### Register map, names as in the netlist, run 1

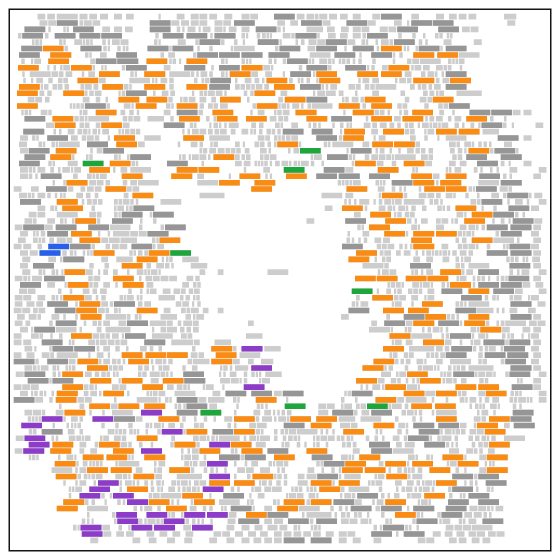
### A small window of the routed layout, run 1

Bar = 20 um. Window x 32 to 82, y 32 to 82 um. Cells in gray, sequential cells in the stronger gray; small squares are vias.
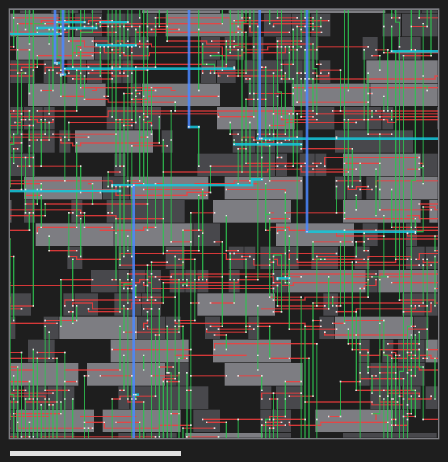
### Placed cells, one color a class, run 1

Fill, decap, tap and diode cells in gray.
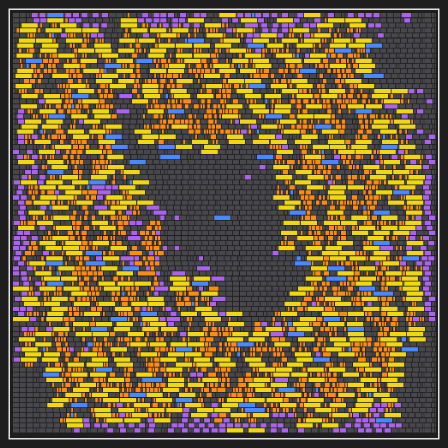
### Signal metal coverage by tile, run 1

Bar = 50 um. The die is cut into 23 by 23 equal tiles; black is low, pale yellow is high, scaled to the fullest tile. Values are wire area over tile area, all layers added.
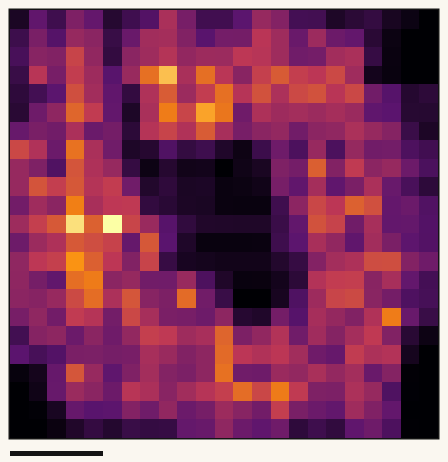
==> src/rtl/pcpi_op_counter_pkg.sv <==
// ============================================================================
// Package     : pcpi_count_pkg
// Description : Op classes, encoding constants and FSM state for the PCPI
//               op counter.
// Revision    : 1.0 - initial release
// ============================================================================
`default_nettype none

package pcpi_count_pkg;

  localparam int NUM_PCPI_OPS = 8;
  localparam int INSN_WIDTH   = 32;

  localparam logic [6:0] OPC_OP      = 7'b0110011;
  localparam logic [6:0] OPC_CUSTOM0 = 7'b0001011;
  localparam logic [6:0] F7_MULDIV   = 7'b0000001;

  localparam logic [2:0] F3_FPADD    = 3'b000;
  localparam logic [2:0] F3_FPSUB    = 3'b001;
  localparam logic [2:0] F3_FPMUL    = 3'b010;
  localparam logic [2:0] F3_FPDIV    = 3'b011;
  localparam logic [2:0] F3_INTMULX  = 3'b100;
  localparam logic [2:0] F3_FPMULX   = 3'b101;

  // Enum order is the counter index and the ovf bit order.
  typedef enum logic [3:0] {
    OP_INTMUL  = 4'd0,
    OP_INTDIV  = 4'd1,
    OP_FPADD   = 4'd2,
    OP_FPSUB   = 4'd3,
    OP_INTMULX = 4'd4,
    OP_FPMUL   = 4'd5,
    OP_FPDIV   = 4'd6,
    OP_FPMULX  = 4'd7,
    OP_NONE    = 4'd8
  } pcpi_op_e;

  typedef enum logic [1:0] {
    ST_IDLE  = 2'd0,
    ST_COUNT = 2'd1,
    ST_HOLD  = 2'd2
  } cnt_state_e;

endpackage

`default_nettype wire

==> src/rtl/pcpi_op_counter_if.sv <==
// ============================================================================
// Interface   : pcpi_op_counter_if
// Description : PCPI handshake as seen by the op counter (monitor only).
// Revision    : 1.0 - initial release
// ============================================================================
`default_nettype none

interface pcpi_op_counter_if;
  import pcpi_count_pkg::*;

  logic                  valid;
  logic [INSN_WIDTH-1:0] insn;
  logic                  ready;

  modport master (output valid, output insn, output ready);
  modport slave  (input  valid, input  insn, input  ready);
endinterface

`default_nettype wire

==> src/rtl/pcpi_op_counter_decode.sv <==
// ============================================================================
// Module      : pcpi_op_decode
// Description : Classifies a PCPI instruction word into a counted op class.
// Revision    : 1.0 - initial release
// ============================================================================
`default_nettype none

module pcpi_op_decode
  import pcpi_count_pkg::*;
(
  input  logic [INSN_WIDTH-1:0] insn,
  output pcpi_op_e              op
);

  logic       w_unused;
  logic [6:0] w_opcode;
  logic [6:0] w_funct7;
  logic [2:0] w_funct3;

  assign w_opcode = insn[6:0];
  assign w_funct7 = insn[31:25];
  assign w_funct3 = insn[14:12];
  assign w_unused = ^{insn[24:15], insn[11:7]};

  always_comb begin
    op = OP_NONE;
    if (w_opcode == OPC_OP && w_funct7 == F7_MULDIV) begin
      op = w_funct3[2] ? OP_INTDIV : OP_INTMUL;
    end else if (w_opcode == OPC_CUSTOM0) begin
      case (w_funct3)
        F3_FPADD:   op = OP_FPADD;
        F3_FPSUB:   op = OP_FPSUB;
        F3_FPMUL:   op = OP_FPMUL;
        F3_FPDIV:   op = OP_FPDIV;
        F3_INTMULX: op = OP_INTMULX;
        F3_FPMULX:  op = OP_FPMULX;
        default:    op = OP_NONE;
      endcase
    end
  end

endmodule

`default_nettype wire

==> src/rtl/pcpi_op_counter.sv <==
// ============================================================================
// Module      : pcpi_op_counter
// Description : Per-class PCPI op counters with a frozen snapshot handed off
//               on task finish. PCPI_COUNT_SAT_EN selects saturating counters.
// Revision    : 1.0 - initial release
// ============================================================================
`default_nettype none

module pcpi_op_counter
  import pcpi_count_pkg::*;
#(
  parameter int CNT_WIDTH = 32
) (
  input  logic                    clk,
  input  logic                    res_n,
  input  logic                    core_active,
  pcpi_op_counter_if.slave        pcpi,
  input  logic                    snap,
  input  logic                    snap_ack,
  input  logic                    clr,
  output logic [CNT_WIDTH-1:0]    intmul_count,
  output logic [CNT_WIDTH-1:0]    intdiv_count,
  output logic [CNT_WIDTH-1:0]    fpadd_count,
  output logic [CNT_WIDTH-1:0]    fpsub_count,
  output logic [CNT_WIDTH-1:0]    intmulx_count,
  output logic [CNT_WIDTH-1:0]    fpmul_count,
  output logic [CNT_WIDTH-1:0]    fpdiv_count,
  output logic [CNT_WIDTH-1:0]    fpmulx_count,
  output logic                    snap_valid,
  output logic [NUM_PCPI_OPS-1:0] ovf
);

  localparam logic [CNT_WIDTH-1:0] c_cnt_max = '1;
  localparam logic [CNT_WIDTH-1:0] c_one     = {{(CNT_WIDTH-1){1'b0}}, 1'b1};

  cnt_state_e                             r_state;
  logic [NUM_PCPI_OPS-1:0][CNT_WIDTH-1:0] r_live;
  logic [NUM_PCPI_OPS-1:0][CNT_WIDTH-1:0] r_snap;
  logic [NUM_PCPI_OPS-1:0][CNT_WIDTH-1:0] w_next_cnt;
  logic [NUM_PCPI_OPS-1:0]                r_live_ovf;
  logic [NUM_PCPI_OPS-1:0]                r_snap_ovf;
  logic [NUM_PCPI_OPS-1:0]                w_next_ovf;
  logic [NUM_PCPI_OPS-1:0]                w_inc;
  logic                                   r_snap_valid;
  pcpi_op_e                               w_op;
  logic [3:0]                             w_op_idx;
  logic                                   w_count_en;
  logic                                   w_capture;

  pcpi_op_decode u_decode (
    .insn (pcpi.insn),
    .op   (w_op)
  );

  assign w_op_idx   = w_op;
  assign w_count_en = (r_state != ST_IDLE) && core_active && pcpi.valid && pcpi.ready;
  // A snap arriving while a snapshot is still held is dropped.
  assign w_capture  = snap && (r_state != ST_HOLD);

  for (genvar i = 0; i < NUM_PCPI_OPS; i++) begin : g_cnt
    assign w_inc[i] = w_count_en && (w_op_idx == 4'(i));
`ifdef PCPI_COUNT_SAT_EN
    assign w_next_cnt[i] = (w_inc[i] && r_live[i] != c_cnt_max) ? r_live[i] + c_one : r_live[i];
    assign w_next_ovf[i] = r_live_ovf[i] | (w_inc[i] && r_live[i] == c_cnt_max - c_one);
`else
    assign w_next_cnt[i] = w_inc[i] ? r_live[i] + c_one : r_live[i];
    assign w_next_ovf[i] = r_live_ovf[i] | (w_inc[i] && r_live[i] == c_cnt_max);
`endif
  end

  always_ff @(posedge clk or negedge res_n) begin
    if (!res_n) begin
      r_state      <= ST_IDLE;
      r_live       <= '0;
      r_live_ovf   <= '0;
      r_snap       <= '0;
      r_snap_ovf   <= '0;
      r_snap_valid <= 1'b0;
    end else begin
      case (r_state)
        ST_IDLE: begin
          if (w_capture) begin
            r_state      <= ST_HOLD;
            r_snap_valid <= 1'b1;
          end else if (core_active) begin
            r_state <= ST_COUNT;
          end
        end
        ST_COUNT: begin
          if (w_capture) begin
            r_state      <= ST_HOLD;
            r_snap_valid <= 1'b1;
          end else if (!core_active) begin
            r_state <= ST_IDLE;
          end
        end
        ST_HOLD: begin
          if (snap_ack) begin
            r_snap_valid <= 1'b0;
            r_state      <= core_active ? ST_COUNT : ST_IDLE;
          end
        end
        default: r_state <= ST_IDLE;
      endcase

      // Snapshot takes the pre-clear value, including any same-cycle op.
      if (w_capture) begin
        r_snap     <= w_next_cnt;
        r_snap_ovf <= w_next_ovf;
      end

      if (clr) begin
        r_live     <= '0;
        r_live_ovf <= '0;
      end else begin
        r_live     <= w_capture ? '0 : w_next_cnt;
        r_live_ovf <= w_next_ovf;
      end
    end
  end

  assign intmul_count  = r_snap[OP_INTMUL];
  assign intdiv_count  = r_snap[OP_INTDIV];
  assign fpadd_count   = r_snap[OP_FPADD];
  assign fpsub_count   = r_snap[OP_FPSUB];
  assign intmulx_count = r_snap[OP_INTMULX];
  assign fpmul_count   = r_snap[OP_FPMUL];
  assign fpdiv_count   = r_snap[OP_FPDIV];
  assign fpmulx_count  = r_snap[OP_FPMULX];
  assign snap_valid    = r_snap_valid;
  assign ovf           = r_snap_ovf;

endmodule

`default_nettype wire

==> src/flat_wrapper.sv <==
// flat-port wrapper written by rule: the top's interface ports become plain ports
module pcpi_op_counter_flat import pcpi_count_pkg::*;
#(
  parameter int CNT_WIDTH = 32
)
  (clk, res_n, core_active, snap, snap_ack, clr, intmul_count, intdiv_count, fpadd_count, fpsub_count, intmulx_count, fpmul_count, fpdiv_count, fpmulx_count, snap_valid, ovf, pcpi_valid, pcpi_insn, pcpi_ready);
  pcpi_op_counter_if pcpi_i ();
  input  logic clk;
  input  logic res_n;
  input  logic core_active;
  input  logic snap;
  input  logic snap_ack;
  input  logic clr;
  output logic [CNT_WIDTH-1:0] intmul_count;
  output logic [CNT_WIDTH-1:0] intdiv_count;
  output logic [CNT_WIDTH-1:0] fpadd_count;
  output logic [CNT_WIDTH-1:0] fpsub_count;
  output logic [CNT_WIDTH-1:0] intmulx_count;
  output logic [CNT_WIDTH-1:0] fpmul_count;
  output logic [CNT_WIDTH-1:0] fpdiv_count;
  output logic [CNT_WIDTH-1:0] fpmulx_count;
  output logic snap_valid;
  output logic [NUM_PCPI_OPS-1:0] ovf;
  input wire logic [$bits(pcpi_i.valid)-1:0] pcpi_valid;
  input wire logic [$bits(pcpi_i.insn)-1:0] pcpi_insn;
  input wire logic [$bits(pcpi_i.ready)-1:0] pcpi_ready;
  assign pcpi_i.valid = pcpi_valid;
  assign pcpi_i.insn = pcpi_insn;
  assign pcpi_i.ready = pcpi_ready;
  pcpi_op_counter #(.CNT_WIDTH(CNT_WIDTH)) u_core (.clk(clk), .res_n(res_n), .core_active(core_active), .pcpi(pcpi_i), .snap(snap), .snap_ack(snap_ack), .clr(clr), .intmul_count(intmul_count), .intdiv_count(intdiv_count), .fpadd_count(fpadd_count), .fpsub_count(fpsub_count), .intmulx_count(intmulx_count), .fpmul_count(fpmul_count), .fpdiv_count(fpdiv_count), .fpmulx_count(fpmulx_count), .snap_valid(snap_valid), .ovf(ovf));
endmodule
==> config.mk <==
export PLATFORM = sky130hd
export DESIGN_NAME = pcpi_op_counter_flat
export DESIGN_NICKNAME = d
export VERILOG_FILES = /design/src/rtl/pcpi_op_counter_pkg.sv /design/src/rtl/pcpi_op_counter_if.sv /design/src/rtl/pcpi_op_counter_decode.sv /design/src/rtl/pcpi_op_counter.sv /design/src/flat_wrapper.sv
export SDC_FILE = /design/constraint.sdc
export NUM_CORES = 1
export LEC_CHECK = 0
export CAP_MARGIN = 10
export CORE_UTILIZATION = 45
export CTS_BUF_LIST = sky130_fd_sc_hd__clkbuf_16
export DETAILED_ROUTE_END_ITERATION = 7
export PLACE_DENSITY_LB_ADDON = 0.25
export SLEW_MARGIN = 25
export SYNTH_ARGS = -nofsm -noshare
export SYNTH_HDL_FRONTEND = slang
export SYNTH_SLANG_ARGS = --single-unit
==> constraint.sdc <==
create_clock -name clk -period 3.5 [get_ports clk]
set_input_delay 0.525 -clock clk [delete_from_list [all_inputs] [get_ports clk]]
set_output_delay 0.525 -clock clk [all_outputs]
set_load 0.005 [all_outputs]
==> impl_metrics.json, run 1 <==
{
  "status": "complete, no violations",
  "ff_type": "dfrtp_1",
  "grt_overflow": 0,
  "slowest_stage": "a221o_2",
  "antenna_found_initial": 2,
  "synthXorXnorAreaFrac": 0.0937,
  "final_common_cell": "dfrtp_1",
  "arrival_ns": 3.23,
  "cp-endpoint": "u_core.intdiv_count[25]",
  "hold_path_depth": 2,
  "syn_inst": 2386,
  "critPathBufInv": 2,
  "drtAntennaViolNets": 0,
  "via_per_inst": 5.42,
  "reg2reg_depth": 7,
  "cap_violations": 0,
  "die_x_um": 230,
  "postLayoutCellArea_mm2": 0.0291,
  "dpl.hpwl_um": 40900,
  "fillerInstances": 4506,
  "ios": 305,
  "hp-class": "register to register",
  "rr_startpoint": "u_core.r_state[1]",
  "rows": 83,
  "ys_sh_mux": 0.00428,
  "required_ns": 3.94,
  "pre_cts_ws_ns": 0.133,
  "async_flop_share": 1.00,
  "setup_viol": 0,
  "crit_cells": 8,
  "vias": 18200,
  "synth.avg_cell_area_um2": 9.80,
  "tool_warnings": 47,
  "cts-root-buf": "clkbuf_16",
  "leakagePower_uw": 0.0120,
  "fp_util": 0.456,
  "core_region_area_mm2": 0.0513,
  "ys_seq_frac": 0.568,
  "post-synth-top-area-cell": "dfrtp_1",
  "timing.final.ws_setup_ns": 0.708,
  "yosysUniqueCellTypes": 47,
  "cts_setup_buffers": 0,
  "drc": 0,
  "rsz0062_at_grt": "false",
  "firstDrtPassIters": 5,
  "reg2reg_slack_ns": 1.09,
  "placed_cell_area_mm2": 0.0273,
  "edf_count": 0,
  "area_leaders": "dfrtp_1, nand2_1, xor2_1, nor2_1, o21ai_0",
  "max_freq_ghz": 0.358,
  "chipArea_mm2": 0.0529,
  "nNetsFinal": 2692,
  "crit_fanout": 22,
  "syn-num-nets": 2434,
  "clockBufferDepth": 3,
  "hold_viol": 0,
  "ys_sh_aoi": 0.0634,
  "cts_made_buffers": 56,
  "fin_crit_ns": 2.79,
  "min_from": "u_core.fpdiv_count[11]",
  "cpLargestDelayFamily": "simple AND/OR/NAND/NOR gates",
  "synth.top_cell.area_share": 0.568,
  "regMostFlops": "u_core.r_live",
  "r2r_end": "u_core.fpmulx_count[20]",
  "worstMarginPinSlew_ns": 0.965
}
About 'Register map, names as in the netlist':
- purple: u_core.fpmulx_count (placed flops 32)
- orange: u_core.r_live (placed flops 256; where all over the die)
- green: u_core.ovf (placed flops 8)
- blue: u_core.r_state (placed flops 2)
- not colored: 233
fin util: 0.567
Flop area: 0.0133 mm2
Seq group: 6180 uW
Seq/total area: 0.457

About 'A small window of the routed layout':
- red: met1
- blue: met4
- cyan: met3
- green: met2
- sequential cells in the window: 33
- most frequent: dfrtp_1 (33), nor2_1 (24), nand2_1 (16)
- cells with their middle in the window: 162
- netlist names of flops here include: u_core.r_live (23), u_core.fpadd_count (5), u_core.fpmulx_count (4)

About 'Placed cells, one color a class':
- yellow: flip-flops (cells 531)
- blue: clock drivers and dummy loads (cells 100)
- purple: other buffers and delay cells (cells 340)
- orange: all other logic (cells 1715)

About 'Signal metal coverage by tile':
- nearly empty tiles: 4.5%
- emptiest ninth of the die: center
- mean over tiles: 0.18
- fullest tile: 0.56
- tiles over half the peak: 16%
Routed WL per cell: 17.5 um
All-Layer GR Usage: 0.225
wirelength, routed: 58900 um

-- run 1: repair_timing --
action	in CTS	in global routing
endpoints found under the setup margin	0	0
endpoints found under the hold margin	60	0
hold buffers	1	0
-- run 1: Yosys cell counts (10+ instances only) --
cell type  number
o21ai_1        55
a21oi_1        10
buf_2          16
and4_1         32
nand4_1       131
dfrtp_1       531
mux2i_1        10
xor2_1        135
xnor2_1       115
and3_1         62
nor4_2         18
o21ai_0       208
inv_1          26
nand2_1       328
nor4_1         38
nor2_1        308
clkbuf_1      123
and2_1         30
nand3_1        82
nor3_1         67
-- run 1: report_power, final --
| group | internal, uW | leakage [uW] | switching, uW |
|---|---|---|---|
| combinational | 133 | 0.00371 | 455 |
| sequential | 6160 | 0.00741 | 15.5 |
| clock | 3450 | 0.000902 | 2440 |
| total | 9740 | 0.0120 | 2910 |
-- run 1: through the flow --
stage	instances	util
6_report	3366	0.567
5_1_grt	3366	0.567
4_1_cts	3366	0.567
3_5_place_dp	3265	0.532
3_3_place_gp	3265	0.532
2_1_floorplan	2386	-
-- run 1: layout make-up --
| class | instances | area (um2) | area share |
|---|---|---|---|
| flip-flops and latches | 531 | 13300 | 0.457 |
| inverters | 26 | 97.6 | 0.00335 |
| clock buffers | 57 | 1430 | 0.0490 |
| clock inverters | 43 | 377 | 0.0129 |
| multi-input cells | 1689 | 9530 | 0.327 |
| repair buffers | 340 | 3530 | 0.121 |
| well taps | 680 | 851 | 0.0292 |
-- run 1: metal layers --
layer	share of wire	vias to the layer above	global-route usage
li1	-	8666	-
met1	0.44	8989	0.308
met2	0.47	474	0.359
met3	0.053	110	0.0396
met4	0.032	4	0.0836
met5	0.00042	-	0
-- run 1: worst min-delay path, stage by stage (launching register included) --
cell	delay, ns
dfrtp_1	0.34
nand2_1	0.04
o21ai_0	0.06
--- run 2 (diff from run 1) ---
clock period = 2.4 ns   (was 3.5 ns; I/O delays follow)
### Placed cells, one color a class, run 2

Fill, decap, tap and diode cells in gray.
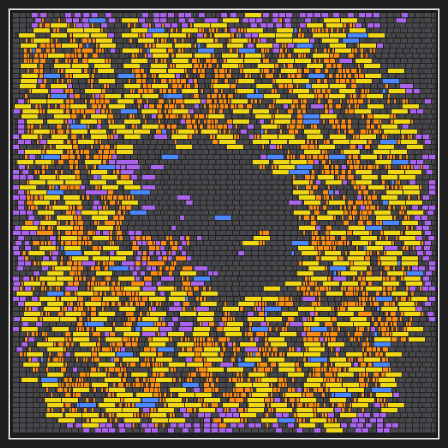
- purple: other buffers and delay cells (cells 425)
- orange: all other logic (cells 1715)
- yellow: flip-flops (cells 531)
- blue: clock drivers and dummy loads (cells 99)
Seq/total area: 0.443
fin util: 0.585

### A small window of the routed layout, run 2

Bar = 20 um. Window x 32 to 82, y 32 to 82 um. Cells in gray, sequential cells in the stronger gray; small squares are vias.
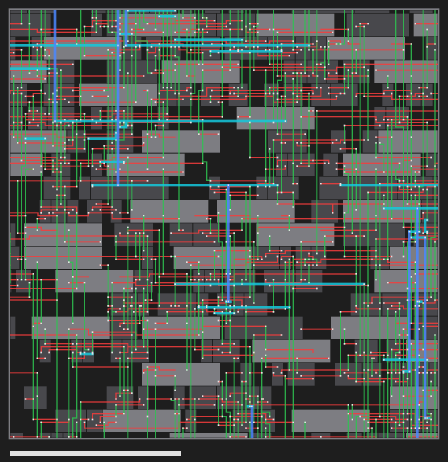
- blue: met4
- cyan: met3
- green: met2
- red: met1
- sequential cells in the window: 31
- cells with their middle in the window: 171
- netlist names of flops here include: u_core.r_live (24), u_core.fpadd_count (5)
- most frequent: dfrtp_1 (31), nor2_1 (27), nand2_1 (16)

### Cell placement, run 2

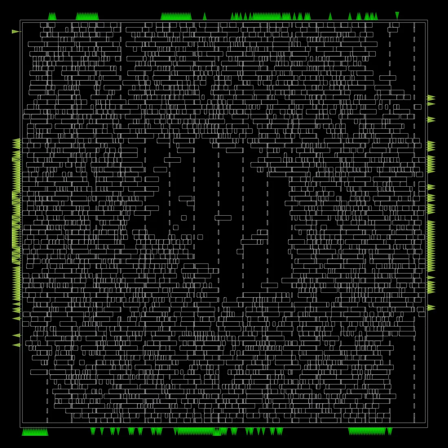
post-route insts no fill: 3451
Seq cells: 531

==> impl_metrics.json, run 2 <==
{
  "die_x_um": 230,
  "ys_sh_aoi": 0.0634,
  "drtAntennaViolNets": 0,
  "hp-class": "primary input to register",
  "post-synth-top-area-cell": "dfrtp_1",
  "status": "complete, no violations",
  "synth.top_cell.area_share": 0.568,
  "die_h_um": 230,
  "end_kind": "register",
  "crit_fanout": 14,
  "yosysUniqueCellTypes": 47,
  "antenna_found_initial": 3,
  "rsz0062_at_grt": "false",
  "cts-root-buf": "clkbuf_16",
  "setup_viol": 0,
  "max_freq_ghz": 0.439,
  "syn_area_mm2": 0.0234,
  "fin_crit_ns": 2.28,
  "async_flop_share": 1.00,
  "area_leaders": "dfrtp_1, nand2_1, xor2_1, nor2_1, o21ai_0",
  "chipArea_mm2": 0.0529,
  "reg2reg_depth": 7,
  "timing.final.ws_setup_ns": 0.124,
  "dpl.hpwl_um": 43400,
  "ys_seq_frac": 0.568,
  "hold_viol": 0,
  "grt_start_max_net_pins": 127,
  "reg2reg_slack_ns": 0.12,
  "edf_count": 0,
  "hold_path_depth": 2,
  "fp_util": 0.456,
  "rr_startpoint": "u_core.r_state[1]",
  "ys_sh_mux": 0.00428,
  "drt-total-wl_um": 62400,
  "placed_cells": 3347,
  "core_region_area_mm2": 0.0513,
  "ctsHoldBuffers": 1,
  "worstMarginPinSlew_ns": 0.900,
  "cts_setup_buffers": 1,
  "grt_util_all_layers": 0.237,
  "cap_violations": 0,
  "slowest_stage": "or4_1",
  "placed_cell_area_mm2": 0.0281,
  "vdd_ir_drop_max_uv": 546,
  "cp-startpoint": "u_core.r_state[1]",
  "vias": 18800,
  "regMostFlops": "u_core.r_live",
  "ios": 305,
  "drc": 0,
  "top_logic_kind": "simple AND/OR/NAND/NOR gates",
  "via_per_inst": 5.45,
  "grt_overflow": 0,
  "r2r_end": "u_core.fpmulx_count[16]",
  "syn-num-nets": 2434,
  "synth.avg_cell_area_um2": 9.80,
  "ff_type": "dfrtp_1",
  "clockBufferDepth": 3,
  "syn_inst": 2386,
  "cts_made_buffers": 54,
  "postLayoutCellArea_mm2": 0.0300,
  "avgRoutedWirePerCell_um": 18.1,
  "slowest_delay_ns": 0.51,
  "synthXorXnorAreaFrac": 0.0937,
  "pre_cts_ws_ns": -0.729,
  "required_ns": 2.86,
  "nNetsFinal": 2775,
  "fin_hold_ws_ns": 0.373,
  "min_from": "core_active",
  "cp-start-kind": "register",
  "firstDrtPassIters": 5,
  "rows": 83,
  "final_common_cell": "dfrtp_1",
  "leakagePower_uw": 0.0125,
  "tool_warnings": 47,
  "netlist_top_cells_count": "dfrtp_1, nand2_1, nor2_1",
  "synth.most_common_cell": "dfrtp_1",
  "arrival_ns": 2.74
}
run 2: cell counts after synthesis:
Identical to the previous run, type by type.
run 2: cells by family after synthesis:
family,after synthesis
XOR/XNOR,250
buffers and inverters,166
AND/OR/NAND/NOR,1133
flip-flops,531
adder cells (fa/ha/maj),8
AND-OR/OR-AND,288
multiplexers,10
run 2: how the worst max path moves through the flow:
| stage | end | slack [ns] |
|---|---|---|
| floorplan | u_core.intmul_count[31] | 0.02 |
| global placement | u_core.intmul_count[25] | -0.67 |
| detailed placement | u_core.r_live[27] | -0.73 |
| CTS | u_core.fpadd_count[28] | 0.007 |
| global route | u_core.intdiv_count[25] | 0.004 |
| finish | u_core.fpmulx_count[16] | 0.12 |
run 2: routing by layer:
layer | vias to the layer above | track usage | wire [um]
met5 | - | 0 | 23
met4 | 4 | 0.0749 | 1700
met3 | 124 | 0.0402 | 2930
met2 | 481 | 0.385 | 29700
met1 | 9351 | 0.323 | 28000
li1 | 8839 | - | -
run 2: where the power goes:
group	switching (uW)	leakage [uW]	internal (uW)
sequential	26.3	0.00741	8980
clock	3520	0.000882	4670
combinational	707	0.00424	277
total	4250	0.0125	13900
run 2: cell type report:
| type | count | area (um2) |
|---|---|---|
| Inverter | 26 | 97.6 |
| Multi-Input combinational cell | 1689 | 9650 |
| Timing Repair Buffer | 425 | 4400 |
| Tap cell | 680 | 851 |
| Antenna cell | 1 | 2.50 |
| Fill cell | 4326 | 21300 |
| Sequential cell | 531 | 13300 |
| Clock buffer | 55 | 1380 |
| Clock inverter | 44 | 329 |
run 2: critical path: cells and delay by family (launching register included):
kind	cells	cell delay [ns]
AOI/OAI and AO/OA	2	0.37
buffers and inverters	1	0.22
and+or+nand+nor	3	0.92
xor gates and xnor gates	1	0.22
DFF	1	0.40
--- run 3 (diff from run 2) ---
REMOVE_ABC_BUFFERS = 1   (was not set)
### A small window of the routed layout, run 3

Bar = 20 um. Window x 32 to 82, y 32 to 82 um. Cells in gray, sequential cells in the stronger gray; small squares are vias.
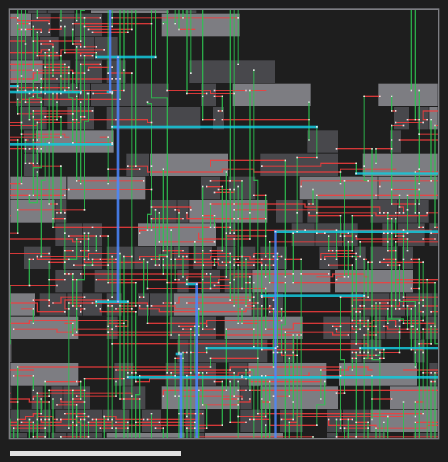
- red: met1
- cyan: met3
- blue: met4
- green: met2
- netlist names of flops here include: u_core.r_live (17), u_core.fpadd_count (4), u_core.fpsub_count (2)
- most frequent: dfrtp_1 (25), nor2_1 (20), xor2_1 (15)
- sequential cells in the window: 25
- cells with their middle in the window: 143

### Placed cells, one color a class, run 3

Fill, decap, tap and diode cells in gray.
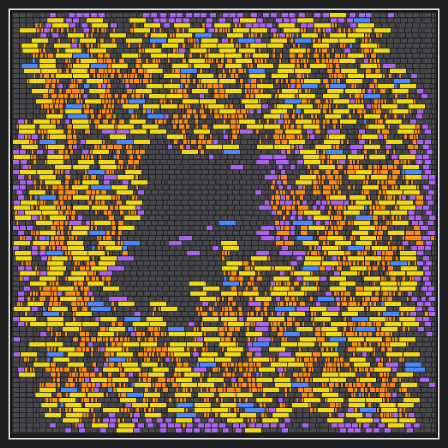
- purple: other buffers and delay cells (cells 427)
- blue: clock drivers and dummy loads (cells 100)
- yellow: flip-flops (cells 531)
- orange: all other logic (cells 1715)
design area: 0.0301 mm2
Seq/total area: 0.442
fin util: 0.586
Rows: 83

### Register map, names as in the netlist, run 3

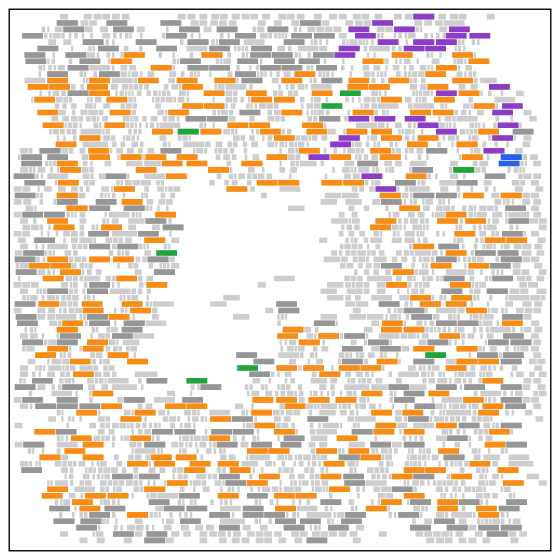
- blue: u_core.r_state (placed flops 2)
- green: u_core.ovf (placed flops 8)
- purple: u_core.fpmulx_count (placed flops 32; where upper right)
- orange: u_core.r_live (placed flops 256; where all over the die)
Seq group: 9010 uW

==> impl_metrics.json, run 3 <==
{
  "grt_util_met2": 0.376,
  "synth.most_common_cell": "dfrtp_1",
  "drt_iter0_drc": 1463,
  "rsz0062_at_grt": "false",
  "antenna_found_initial": 0,
  "timing.final.ws_setup_ns": 0.123,
  "diodes": 0,
  "synth.avg_cell_area_um2": 9.80,
  "power_leader": "registers",
  "area_leaders": "dfrtp_1, nand2_1, xor2_1, nor2_1, o21ai_0",
  "required_ns": 2.85,
  "fin_hold_ws_ns": 0.357,
  "cts_tree": "yes",
  "ys_seq_frac": 0.568,
  "hp-class": "primary input to async pin",
  "max_freq_ghz": 0.439,
  "pre_cts_ws_ns": -0.688,
  "vias": 18600,
  "pg_clk_uw": 8730,
  "drc": 0,
  "end_kind": "register",
  "final_cell_mix": "dfrtp_1, nand2_1, nor2_1",
  "die_h_um": 230,
  "grt_overflow": 0,
  "fillerInstances": 4327,
  "power.share.sequential": 0.482,
  "cts-root-buf": "clkbuf_16",
  "nNetsFinal": 2778,
  "pwr-share-clk": 0.466,
  "leakagePower_uw": 0.0126,
  "grt_busiest_layer": "met2",
  "grt_start_max_net_pins": 147,
  "dpl.hpwl_um": 42000,
  "ctsHoldBuffers": 1,
  "ios": 305,
  "cap_violations": 0,
  "edf_count": 0,
  "drive_gt1_frac": 0.0923,
  "post-synth-top-area-cell": "dfrtp_1",
  "cpLargestDelayFamily": "buffers and inverters",
  "via_per_inst": 5.39,
  "setup_viol": 0,
  "use_met3": 0.0428,
  "die_x_um": 230,
  "avgRoutedWirePerCell_um": 17.9,
  "syn_inst": 2386,
  "async_flop_share": 1.00,
  "placed_cell_area_mm2": 0.0280,
  "crit_chain": "clkdlybuf4s50_1, or3b_1, a21oi_1, buf_4, o21ai_4, buf_4, buf_4, nand4_1, xor2_1, o21ai_0",
  "crit_fanout": 15,
  "grt_use_met1": 0.319,
  "final_common_cell": "dfrtp_1",
  "switchingPower_uw": 4330,
  "combPwrFrac": 0.052,
  "dr.max_layer_used": "met4",
  "drtAntennaViolNets": 0,
  "cts.sinks": 531,
  "hold_viol": 0,
  "drt-total-wl_um": 61700,
  "p_int_uw": 14400,
  "ys.flops": 531,
  "fin_crit_sh": 0.949,
  "dr_wl_met3_um": 3460,
  "p_sw_frac": 0.232,
  "netlist_top_cells_count": "dfrtp_1, nand2_1, nor2_1",
  "io_buffers": 289,
  "chipArea_mm2": 0.0529,
  "slowest_stage": "clkdlybuf4s50_1",
  "wl_met2_um": 29400,
  "slowest_delay_ns": 0.64,
  "cts_made_buffers": 55,
  "synth.top_cell.area_share": 0.568,
  "regMostFlops": "u_core.r_live",
  "clockBufferDepth": 3,
  "clock_skew_ns": 0.0130,
  "core_region_area_mm2": 0.0513,
  "vdd_ir_drop_max_uv": 591,
  "setup.worst_path.class": "primary input to register",
  "syn_area_mm2": 0.0234,
  "comb_cell_power_uw": 974,
  "yosys-stat-area_mm2": 0.0234,
  "critPathBufInv": 4,
  "tool_warnings": 45,
  "firstDrtPassIters": 5,
  "fp_util": 0.456,
  "grt_util_all_layers": 0.231,
  "yosysWarnings": 0,
  "arrival_ns": 2.73,
  "status": "complete, no violations",
  "worstMarginPinSlew_ns": 0.674,
  "yosysUniqueCellTypes": 47,
  "largest_reg_flops": 256,
  "cp-start-kind": "primary input",
  "cts_setup_buffers": 1,
  "fin_crit_ns": 2.28,
  "wirelength_met1_um": 27700,
  "ff_type": "dfrtp_1"
}
## run 3: cell counts after synthesis
Identical to the previous run, type by type.
## run 3: stage by stage
step	power, uW	setup TNS (ns)	utilization	std cells
2_1_floorplan	9490	-5496.48	-	2246
3_3_place_gp	10100	-225.37	0.546	3343
3_5_place_dp	10200	-246.37	0.546	3343
4_1_cts	18900	-0.0165	0.583	3446
5_1_grt	19300	0	0.586	3453
6_report	18700	0	0.586	3453
## run 3: cell families (layout without fill, tap and decap cells)
kind of cell | Yosys count | count (layout) | share of synthesized area
xor+xnor | 250 | 250 | 0.0937
fa+ha+maj | 8 | 8 | 0.00428
mux | 10 | 10 | 0.00428
buf+inv | 166 | 553 | 0.0275
simple gates | 1133 | 1133 | 0.238
flops | 531 | 531 | 0.568
compound gates | 288 | 288 | 0.0634
## run 3: final timing paths
kind / slack [ns] / start / to / cells after the start
worst max-delay path: 0.12 / pcpi_insn[14] / u_core.intmulx_count[9] / 10
worst min-delay path: 0.36 / res_n / u_core.r_live[41] / 2
worst max register to register: 0.16 / u_core.r_state[1] / u_core.fpsub_count[8] / 8
worst min register to register: 0.48 / u_core.intmulx_count[4] / u_core.intmulx_count[4] / 2
max in group asynchronous: 1.04 / res_n / u_core.fpmul_count[7] / 3
min in group clk: 0.37 / core_active / u_core.r_state[0] / 2
## run 3: area by class of cell
type / instances / area [um2] / share of cell area
Clock inverter: 45 / 445 / 0.0148
Clock buffer: 55 / 1380 / 0.0457
Multi-Input combinational cell: 1689 / 9570 / 0.318
Timing Repair Buffer: 427 / 4460 / 0.148
Sequential cell: 531 / 13300 / 0.442
Tap cell: 680 / 851 / 0.0283
Inverter: 26 / 97.6 / 0.00324
Power figures rest on the tool's default switching activity, not on a simulated workload.
